==> src/rtl/lsu_sram_ctrl.sv <==
`default_nettype none
// ============================================================================
// Module   : lsu_sram_ctrl
// Purpose  : Byte/half/word load-store controller for a 1-cycle single-port
//            SRAM; sub-word stores use read-modify-write.
// Revision : 1.0 - initial release
// ============================================================================
module lsu_sram_ctrl #(
    parameter int N_WIDTH = 32,
    parameter int N_ADDR  = 10
) (
    input  logic                clk,
    input  logic                rst,
    input  logic                req_valid,
    output logic                req_ready,
    input  logic                req_we,
    input  logic [1:0]          req_size,
    input  logic                req_signed,
    input  logic [N_ADDR+1:0]   req_addr,
    input  logic [N_WIDTH-1:0]  req_wdata,
    output logic                rsp_valid,
    input  logic                rsp_ready,
    output logic [N_WIDTH-1:0]  rsp_rdata,
    output logic                rsp_err,
    output logic                mem_en,
    output logic                mem_we,
    output logic [N_ADDR-1:0]   mem_addr,
    output logic [N_WIDTH-1:0]  mem_din,
    input  logic [N_WIDTH-1:0]  mem_dout
);

    typedef enum logic [2:0] {
        S_IDLE = 3'd0,
        S_RD   = 3'd1,
        S_CAPT = 3'd2,
        S_WR   = 3'd3,
        S_RESP = 3'd4
    } state_t;

    state_t               r_state;
    state_t               w_next;

    logic                 r_we;
    logic [1:0]           r_size;
    logic                 r_signed;
    logic [1:0]           r_off;
    logic [15:0]          r_wdata;
    logic [N_ADDR-1:0]    r_addr;
    logic [N_WIDTH-1:0]   r_din;
    logic [N_WIDTH-1:0]   r_rdata;
    logic                 r_err;

    logic                 w_err;
    logic                 w_word_st;
    logic [4:0]           w_shamt;
    logic [N_WIDTH-1:0]   w_lane;
    logic [N_WIDTH-1:0]   w_load;
    logic [N_WIDTH-1:0]   w_mask;
    logic [N_WIDTH-1:0]   w_ins;
    logic [N_WIDTH-1:0]   w_merge;

    assign w_err = (req_size == 2'b11) ||
                   ((req_size == 2'b01) && req_addr[0]) ||
                   ((req_size == 2'b10) && (req_addr[1:0] != 2'b00));
    assign w_word_st = req_we && (req_size == 2'b10);

    // Half accesses are aligned, so the byte-offset shift also covers 16*addr[1].
    assign w_shamt = {r_off, 3'b000};
    assign w_lane  = mem_dout >> w_shamt;
    assign w_mask  = ((r_size == 2'b00) ? 32'h0000_00FF : 32'h0000_FFFF) << w_shamt;
    assign w_ins   = {16'h0000, r_wdata} << w_shamt;
    assign w_merge = (mem_dout & ~w_mask) | (w_ins & w_mask);

    always_comb begin
        w_load = mem_dout;
        case (r_size)
            2'b00:   w_load = {{24{r_signed & w_lane[7]}},  w_lane[7:0]};
            2'b01:   w_load = {{16{r_signed & w_lane[15]}}, w_lane[15:0]};
            default: w_load = mem_dout;
        endcase
    end

    always_ff @(posedge clk) begin
        if (rst) begin
            r_state <= S_IDLE;
        end else begin
            r_state <= w_next;
        end
    end

    always_comb begin
        w_next = r_state;
        case (r_state)
            S_IDLE: begin
                if (req_valid) begin
                    if (w_err)          w_next = S_RESP;
                    else if (w_word_st) w_next = S_WR;
                    else                w_next = S_RD;
                end
            end
            S_RD:    w_next = S_CAPT;
            S_CAPT:  w_next = r_we ? S_WR : S_RESP;
            S_WR:    w_next = S_RESP;
            S_RESP:  w_next = rsp_ready ? S_IDLE : S_RESP;
            default: w_next = S_IDLE;
        endcase
    end

    always_ff @(posedge clk) begin
        if (rst) begin
            r_we     <= 1'b0;
            r_size   <= 2'b00;
            r_signed <= 1'b0;
            r_off    <= 2'b00;
            r_wdata  <= 16'h0000;
            r_addr   <= '0;
            r_din    <= '0;
            r_rdata  <= '0;
            r_err    <= 1'b0;
        end else begin
            case (r_state)
                S_IDLE: begin
                    if (req_valid) begin
                        r_we     <= req_we;
                        r_size   <= req_size;
                        r_signed <= req_signed;
                        r_off    <= req_addr[1:0];
                        r_wdata  <= req_wdata[15:0];
                        r_addr   <= req_addr[N_ADDR+1:2];
                        r_rdata  <= '0;
                        r_err    <= w_err;
                        if (!w_err && w_word_st) begin
                            r_din <= req_wdata;
                        end
                    end
                end
                S_CAPT: begin
                    if (r_we) r_din   <= w_merge;
                    else      r_rdata <= w_load;
                end
                default: ;
            endcase
        end
    end

    assign req_ready = (r_state == S_IDLE);
    assign rsp_valid = (r_state == S_RESP);
    assign rsp_rdata = r_rdata;
    assign rsp_err   = r_err;
    assign mem_en    = (r_state == S_RD) || (r_state == S_WR);
    assign mem_we    = (r_state == S_WR);
    assign mem_addr  = r_addr;
    assign mem_din   = r_din;

endmodule
`default_nettype wire

==> config.mk <==
export PLATFORM = sky130hd
export DESIGN_NAME = lsu_sram_ctrl
export DESIGN_NICKNAME = d
export VERILOG_FILES = /design/src/rtl/lsu_sram_ctrl.sv
export SDC_FILE = /design/constraint.sdc
export NUM_CORES = 1
export LEC_CHECK = 0
export CAP_MARGIN = 20
export CORE_MARGIN = 2
export CORE_UTILIZATION = 40
export CTS_BUF_LIST = sky130_fd_sc_hd__clkbuf_16
export DETAILED_ROUTE_END_ITERATION = 8
export GPL_TIMING_DRIVEN = 1
export PLACE_DENSITY = 0.71
export SYNTH_ARGS = -nofsm -noshare
export SYNTH_HDL_FRONTEND = slang
export SYNTH_SLANG_ARGS = --single-unit
==> constraint.sdc <==
create_clock -name clk -period 1.92 [get_ports clk]
set_input_delay 0.384 -clock clk [delete_from_list [all_inputs] [get_ports clk]]
set_output_delay 0.384 -clock clk [all_outputs]
set_load 0.005 [all_outputs]
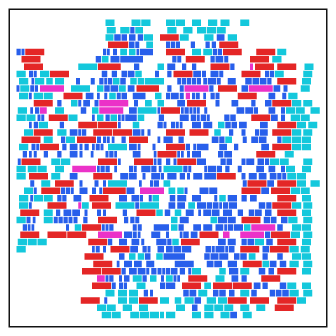
(placed cells, one colour a class)
red -> flops  # cells 100, share of their area 27%
blue -> combinational and other logic  # cells 471, share of their area 39%
magenta -> clock drivers and dummy loads  # cells 16, share of their area 3.9%
cyan -> other buffers and delay cells  # cells 221, share of their area 29%
core area: 12600 um^2
final core utilization: 60.3%
row cnt: 41
flop share of the area: 26.5%

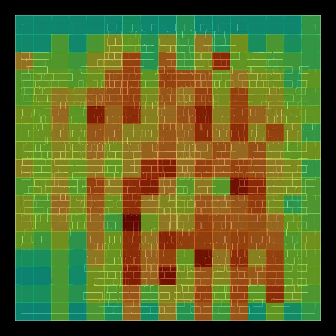
(congestion heat map)
busiest grt layer: met2
Total GRT Usage: 26.5%
met3 Usage GRT: 7.56%

==> flip-flops by register name, summed over array words and instances, names as in the netlist <==
signal and count:
mem_din 32, mem_addr 10, r_state 3, r_signed 1, r_wdata 16, rsp_rdata 32
rsp_err 1, r_we 1, r_off 2, r_size 2
==> final timing paths <==
check	from	to	slack, ps	cells after the start
worst min-delay path	rst	rsp_rdata[7]	390	2
worst max register to register	r_state[2]	mem_din[9]	160	5
worst min register to register	mem_addr[3]	mem_addr[3]	460	2
worst max-delay path	r_state[0]	mem_we	50	3
==> cell families after synthesis <==
family	Yosys count	share of synthesized area, %
multiplexers	25	5.11
AND/OR/NAND/NOR	163	15.6
buffers and inverters	91	7.51
flip-flops	100	38.7
AND-OR/OR-AND	255	33.1
==> out/metrics.yaml <==
logic_synthesis:
  synth_top_cell_by_area: "dfxtp_1"
  synth_area_um2: 5170
  synthTopCellsByCount: "dfxtp_1, nand2_1, a21oi_1"
  synthArstFlopShare_pct: 0
  ys_cells: 634
  synth_top_cell_by_count: "dfxtp_1"
  yosys_most_used_dff: "dfxtp_1"
  avgSynthCellArea_um2: 8.15
  synthCells: 634
  synthTopCellsByArea: "dfxtp_1, a21oi_1, nand2_1"
worst_setup_path:
  cp_top_family: "buffers and inverters"
  path_buffers: 1
  critPathKind: "reg -> out"
  end_kind: "output port"
power_and_ir_drop:
  report.power.total_mw: 5.38
  net-switching-power_mw: 1.61
  pwr-share-comb_pct: 24.4
  p_leak_nw: 2.55
  p_int_mw: 3.78
  p_sw_share_pct: 29.8
  pwr-share-seq_pct: 41.8
  clkPwrFrac_pct: 33.8
  top_power_group: "sequential cells"
  power_density_nw_per_um2: 708
  pg_clk_mw: 1.82
clock_tree:
  cts_tree: "done"
  clkTransAtPathRegs_ps: 70
  cts_setup_buffers: 0
cells_and_area:
  stdcell_count: 980
  final_common_cell: "clkdlybuf4s50_1"
  n_all_buffers: 221
  seq_cell_count: 100
  largest_class: "logic gates"
  combGateArea_um2: 2810
  stdcell_area_um2: 7600
  fill_cells: 1137
  final_cell_mix: "clkdlybuf4s50_1, dfxtp_1, nand2_1"
  layout-drive-gt1-share_pct: 11.9
  antenna_cells: 0
  syn2layout_area_growth_pct: 47.1
  final-clk-cell-share_pct: 3.83
routing:
  wirelength_um: 18700
  firstDrtPassIters: 5
  avgViaCountPerCell: 5.91
  vias: 5792
  wl_met2_um: 8670
  avgRoutedWirePerCell_um: 19.1
  wl_met3_um: 1510
placed_design:
  dpl_worst_slack_ps: -385
  portBuffers: 162
  dp.cells: 964
  gp_congestion: 0.914
  dp_hpwl_um: 14200
global_route:
  met1_usage_pct: 33.6
  grt_pass1_vias: 5437
  antenna_found_initial: 0
  grt_pass1_wl_um: 29400
  grt_max_degree: 40
  use_met2_pct: 43.0
status:
  outcome: "complete, no violations"
run:
  cap_violations: 0
die:
  ios: 163
  fp.dieH_um: 118
  fp-utilization_pct: 40.9
sta:
  fin_skew_ps: 9.22
  period_needed_ps: 1870
  tns_ps: 0
  finalHoldViolCount: 0
  setup_ws_ps: 49.3
  tightest_slew_ps: 661
  rsz0062_at_grt: "no"
  fin_crit_sh_pct: 97.4
No activity file was given, so power comes from the tool's default toggle rates.
